Figure 1. Metal 2.
Scale bar: 20 µm.
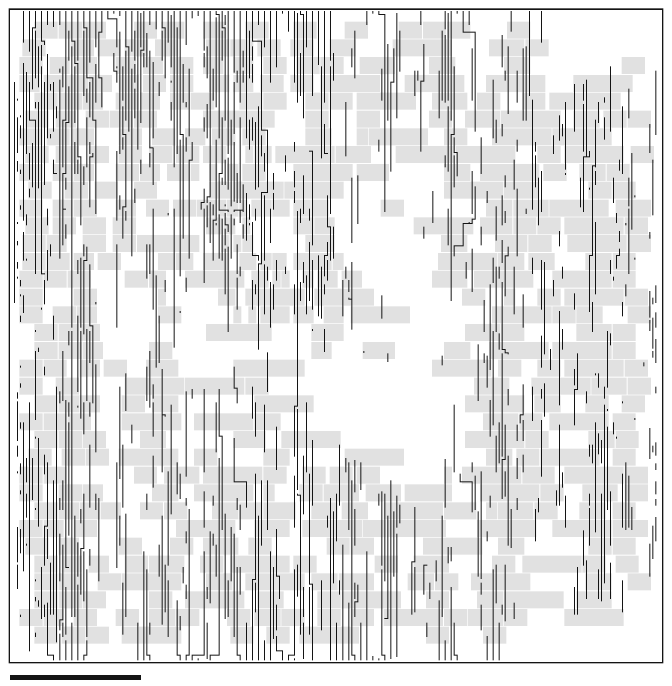
Figure 2. Routing congestion map.
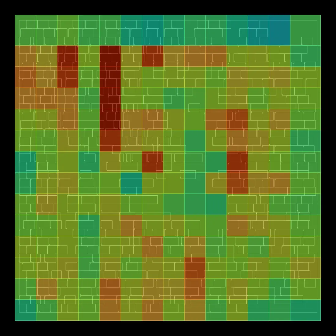
Figure 3. Sizing map.
Scale bar: 20 µm.
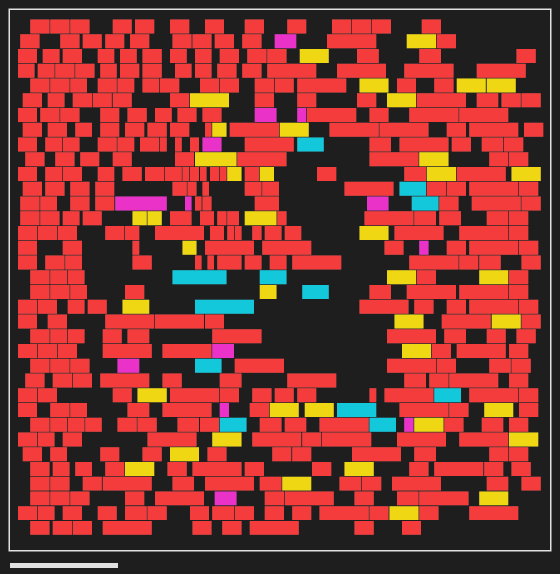
Figure 4. Metal 1.
Scale bar: 20 µm. Supply wires on this layer in gray.
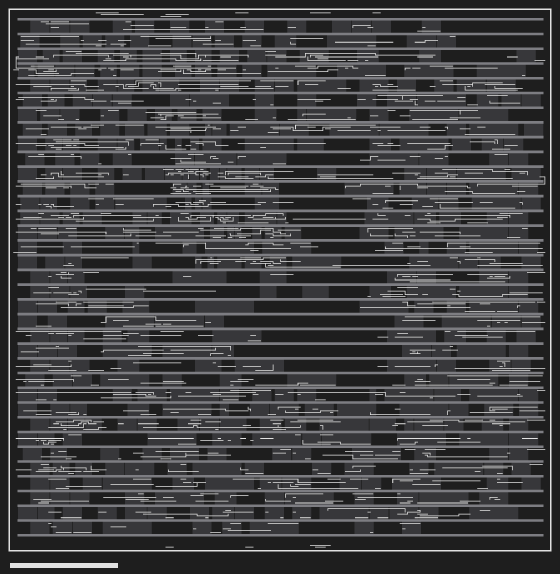
Figure 5. Close-up of the layout.
Scale bar: 10 µm. Region (30, 10) to (70, 50) µm. Cells in gray, sequential cells in the stronger gray; small squares are vias.
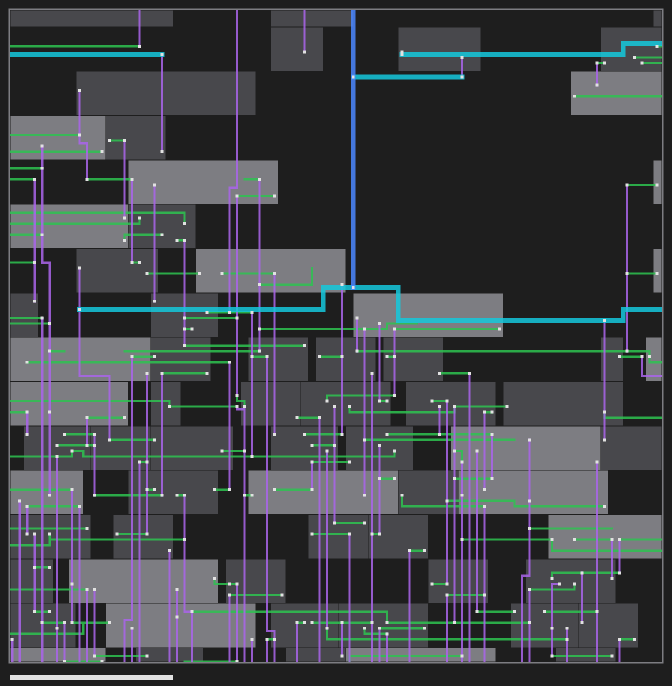
<file path="src/rtl/dram_arbiter_pkg.sv">
// Shared encodings for the DataRAM arbiter: FSM states and requester identifiers.
package dram_arbiter_pkg;
   typedef enum logic {ST_RR = 1'b0, ST_LOCK = 1'b1} state_t;
   typedef enum logic {PORT_CPU = 1'b0, PORT_DBG = 1'b1} port_t;
endpackage

</file>
<file path="src/rtl/dram_arbiter_rr_arb2.sv">
// Two-requester round-robin pick: on a tie the port that was not granted last wins.
// Purely combinational, zero latency; the losing requester simply sees no grant.
module rr_arb2
   import dram_arbiter_pkg::*;
(
   input  logic [1:0] i_req,   // bit 0 = CPU, bit 1 = DBG
   input  logic       i_last,
   output logic [1:0] o_gnt
);
   always_comb begin
      o_gnt = i_req;
      if (&i_req) begin
         o_gnt = (i_last == PORT_DBG) ? 2'b01 : 2'b10;
      end
   end
endmodule

</file>
<file path="src/rtl/dram_arbiter.sv">
// Shares one async-read DataRAM between the CPU MEM stage and a debug/loader port.
// Access completes in the grant cycle, read data returns registered one cycle later; the CPU stalls when not granted.
module dram_arbiter
   import dram_arbiter_pkg::*;
#(
   parameter int AW       = 6,
   parameter int LOCK_MAX = 16
) (
   input  logic          clk,
   input  logic          reset,
   input  logic          cpu_req,
   input  logic          cpu_we,
   input  logic [AW-1:0] cpu_addr,
   input  logic [31:0]   cpu_wdata,
   output logic          cpu_gnt,
   output logic          cpu_stall,
   input  logic          dbg_req,
   input  logic          dbg_we,
   input  logic [AW-1:0] dbg_addr,
   input  logic [31:0]   dbg_wdata,
   input  logic          dbg_lock,
   output logic          dbg_gnt,
   output logic [AW-1:0] ram_a,
   output logic [31:0]   ram_d,
   output logic          ram_we,
   input  logic [31:0]   ram_spo,
   output logic [31:0]   cpu_rdata,
   output logic [31:0]   dbg_rdata,
   output logic          cpu_rvalid,
   output logic          dbg_rvalid
);
   localparam int CW = $clog2(LOCK_MAX + 1);

   state_t        r_state;
   port_t         r_last;
   logic [CW-1:0] r_lock_cnt;
   logic [31:0]   r_cpu_rdata;
   logic [31:0]   r_dbg_rdata;
   logic          r_cpu_rvalid;
   logic          r_dbg_rvalid;

   logic [1:0]    w_rr_gnt;
   logic          w_lock_full;
   logic          w_lock_hold;
   logic          w_cpu_gnt;
   logic          w_dbg_gnt;

   rr_arb2 u_rr_arb2 (
      .i_req  ({dbg_req, cpu_req}),
      .i_last (r_last),
      .o_gnt  (w_rr_gnt)
   );

   // A full lock counter yields to a waiting CPU, bounding its wait to LOCK_MAX cycles.
   assign w_lock_full = (r_lock_cnt == CW'(LOCK_MAX));
   assign w_lock_hold = dbg_req & dbg_lock & ~(w_lock_full & cpu_req);

   always_comb begin
      w_cpu_gnt = 1'b0;
      w_dbg_gnt = 1'b0;
      if (!reset) begin
         if (r_state == ST_RR) begin
            w_cpu_gnt = w_rr_gnt[0];
            w_dbg_gnt = w_rr_gnt[1];
         end else if (w_lock_hold) begin
            w_dbg_gnt = 1'b1;
         end else begin
            w_cpu_gnt = cpu_req;
            w_dbg_gnt = dbg_req & ~cpu_req;
         end
      end
   end

   assign cpu_gnt   = w_cpu_gnt;
   assign dbg_gnt   = w_dbg_gnt;
   assign cpu_stall = cpu_req & ~w_cpu_gnt;

   assign ram_we = (w_cpu_gnt & cpu_we) | (w_dbg_gnt & dbg_we);
   assign ram_a  = w_cpu_gnt ? cpu_addr  : (w_dbg_gnt ? dbg_addr  : '0);
   assign ram_d  = w_cpu_gnt ? cpu_wdata : (w_dbg_gnt ? dbg_wdata : '0);

   always_ff @(posedge clk or posedge reset) begin
      if (reset) begin
         r_state      <= ST_RR;
         r_last       <= PORT_DBG;
         r_lock_cnt   <= '0;
         r_cpu_rdata  <= '0;
         r_dbg_rdata  <= '0;
         r_cpu_rvalid <= 1'b0;
         r_dbg_rvalid <= 1'b0;
      end else begin
         if (w_cpu_gnt) begin
            r_last <= PORT_CPU;
         end else if (w_dbg_gnt) begin
            r_last <= PORT_DBG;
         end

         if (r_state == ST_RR) begin
            if (w_dbg_gnt && dbg_lock) begin
               r_state    <= ST_LOCK;
               r_lock_cnt <= CW'(1);
            end
         end else if (w_lock_hold) begin
            if (!w_lock_full) begin
               r_lock_cnt <= r_lock_cnt + CW'(1);
            end
         end else begin
            r_state    <= ST_RR;
            r_lock_cnt <= '0;
         end

         r_cpu_rvalid <= w_cpu_gnt & ~cpu_we;
         r_dbg_rvalid <= w_dbg_gnt & ~dbg_we;
         if (w_cpu_gnt && !cpu_we) begin
            r_cpu_rdata <= ram_spo;
         end
         if (w_dbg_gnt && !dbg_we) begin
            r_dbg_rdata <= ram_spo;
         end
      end
   end

   assign cpu_rdata  = r_cpu_rdata;
   assign dbg_rdata  = r_dbg_rdata;
   assign cpu_rvalid = r_cpu_rvalid;
   assign dbg_rvalid = r_dbg_rvalid;
endmodule

</file>
<file path="config.mk">
export PLATFORM = sky130hd
export DESIGN_NAME = dram_arbiter
export DESIGN_NICKNAME = d
export VERILOG_FILES = /design/src/rtl/dram_arbiter_pkg.sv /design/src/rtl/dram_arbiter_rr_arb2.sv /design/src/rtl/dram_arbiter.sv
export SDC_FILE = /design/constraint.sdc
export NUM_CORES = 1
export LEC_CHECK = 0
export CAP_MARGIN = 40
export CORE_UTILIZATION = 36
export DETAILED_ROUTE_END_ITERATION = 10
export MAX_ROUTING_LAYER = met4
export PLACE_DENSITY_LB_ADDON = 0.3
export SLEW_MARGIN = 15
export SYNTH_ARGS = -nofsm -noshare
export SYNTH_HDL_FRONTEND = slang
export SYNTH_SLANG_ARGS = --single-unit
</file>
<file path="constraint.sdc">
create_clock -name clk -period 4.2 [get_ports clk]
set_input_delay 0.63 -clock clk [delete_from_list [all_inputs] [get_ports clk]]
set_output_delay 0.63 -clock clk [all_outputs]
set_load 0.005 [all_outputs]
</file>
==> job_summary.md <==
### Flow metrics

| Metric | Value |
|---|---|
| Last weighted congestion value of the routability-driven placer | 0.863 |
| Nets | 578 |
| Total number of H-tree levels | 3 |
| N_diodes | 0 |
| Switching Power | about 0.0006 W |
| Clock root buffer master | clkbuf_8 |
| Combinational Power Share | 0.380 |
| Worst-Skew Late Latency | 340 ps |
| Post-Syn Area per Cell | 14.5 µm² |
| Final count of negative-setup-slack endpoints | 0 |
| Leftover overflow at the end of global routing | 0 |
| Critical-path top delay cell | clkdlybuf4s50_1 |
| Critical path's most frequent cell | clkdlybuf4s50_1 |
| CTS max path bufs | 2 |
| Vias per cell | 4.85 |
| Dominant cell type by area after synthesis | dfrtp_1 |
| Clk sink count | 73 |
| Overall chip area | 0.00992 mm² |
| Power share of the sequential group | 0.406 |
| Chip area from the yosys synthesis statistics | 0.00343 mm² |
| DRC violation total after the first TritonRoute iteration | 99 |
| Result of the run | finished clean |
| Netlist Area Pre-Place | 0.00343 mm² |
| Height of the die | approximately 100 µm |
| Non-filler cells, final | 595 |
| Area growth, synth to finish | 74.5% |
| Inserted Clock Buffers | 9 |
| Most used DFF post-synth | dfrtp_1 |
| Total number of vias | 2886 |
| Max FO, Critical Path | 41 |
| List of cells traversed by the critical path | clkdlybuf4s50_1, inv_1, o221a_4, nor3_2, buf_4, a22o_1, clkdlybuf4s50_1 |
| # hold bufs at CTS | 0 |
Notes on Figure 1 above:
share of all routed wire	51%
nets with wire on the layer	543

Notes on Figure 2 above:
gr busiest metal: met2
final standard cell utilization of the core: 0.648

Notes on Figure 3 above:
size	color	cells	most used
x3 and x4	yellow	40	mux2_4
x2	magenta	13	mux2_2
x6 and larger	cyan	12	clkbuf_8
x1 and smaller	red	401	clkdlybuf4s50_1

Notes on Figure 4 above:
share of all routed wire	39%
nets with wire on the layer	474
wire length on this layer	3890 µm

Notes on Figure 5 above:
layer	color
M3	cyan
M4	blue
M2	purple
M1	green
most frequent	clkdlybuf4s50_1 (15), dfrtp_1 (14), mux2_1 (8)
netlist names of flops here include	cpu_rdata (7), dbg_rdata (7)
sequential cells in the window	14
cells with their middle in the window	53

sequential cells by signal, indices dropped and copies added, names as in the netlist:
register,cells
cpu_rdata,32
cpu_rvalid,1
dbg_rdata,32
dbg_rvalid,1
r_last,1
r_lock_cnt,5
r_state,1
stage by stage:
step	area [µm²]	utilization	setup WS, ps	hold slack, ps	power, W
final	5990	0.648	648	486	0.00243
after global routing	5990	0.648	513	503	0.00258
after CTS	5990	0.648	654	490	0.00247
after detailed placement	5800	0.628	654	474	0.00193
after global placement	5770	0.625	702	467	0.00191
after floorplan	3430	-	409	483	0.00131
critical path, delay by kind of cell:
family          cells  cell delay, ps
buf+inv             4            1580
compound gates      2             540
simple gates        1             150
final timing paths:
kind,start,to,slack (ps),depth (start not counted)
hold / removal,dbg_rdata[11],dbg_rdata[11],490,1
hold reg to reg,dbg_rdata[11],dbg_rdata[11],490,1
min in group asynchronous,reset,dbg_rdata[2],820,3
setup reg to reg,r_lock_cnt[0],cpu_rdata[4],1410,8
setup / recovery,dbg_req,ram_d[6],650,7
max in group asynchronous,reset,cpu_rdata[13],2830,4
final cells by class:
cell class	count	area, µm²	share of cell area
Multi-Input combinational cell	139	1470	0.245
Clock inverter	6	58.8	0.00982
Inverter	8	30.0	0.00502
Clock buffer	10	128	0.0213
Sequential cell	73	1830	0.305
Timing Repair Buffer	230	2310	0.387
Tap cell	129	161	0.0270
power by group through the flow:
stage	Combinational [W]	Clock (W)	Sequential [W]
2_1_floorplan	0.000297	0	0.00101
3_3_place_gp	0.000917	0	0.000989
3_5_place_dp	0.000934	0	0.00100
4_1_cts	0.000938	0.000540	0.000987
5_1_grt	0.000989	0.000580	0.00101
6_report	0.000923	0.000519	0.000984
per-layer routing:
layer	wire length [µm]	part of all wire	up-vias
met2	5080	0.51	147
li1	-	-	1327
met4	242	0.024	0
met1	3890	0.39	1396
met5	0	0	-
met3	707	0.071	16
cells by family (layout without fill, tap and decap cells):
group / count (synthesis) / after routing / share of synthesized area
multiplexers: 64 / 64 / 0.242
buffers and inverters: 24 / 254 / 0.0434
XOR/XNOR: 2 / 2 / 0.00511
flip-flops: 73 / 73 / 0.533
AND-OR/OR-AND: 52 / 52 / 0.133
AND/OR/NAND/NOR: 19 / 19 / 0.0365
adder cells (fa/ha/maj): 2 / 2 / 0.00729
cells in the final DEF (no fill, tap or decap), types with 2 or more instances in the layout:
cell type	n
nand2_1	4
nor2_1	2
mux2_1	29
buf_4	6
xor2_1	2
a21o_1	3
o2bb2ai_1	3
inv_1	7
clkdlybuf4s50_1	222
clkinv_2	4
mux2_4	29
a22o_1	39
mux2_2	6
ha_1	2
clkbuf_8	9
nand3_1	5
dfrtp_1	72
Power is estimated from default activity; no workload was simulated.
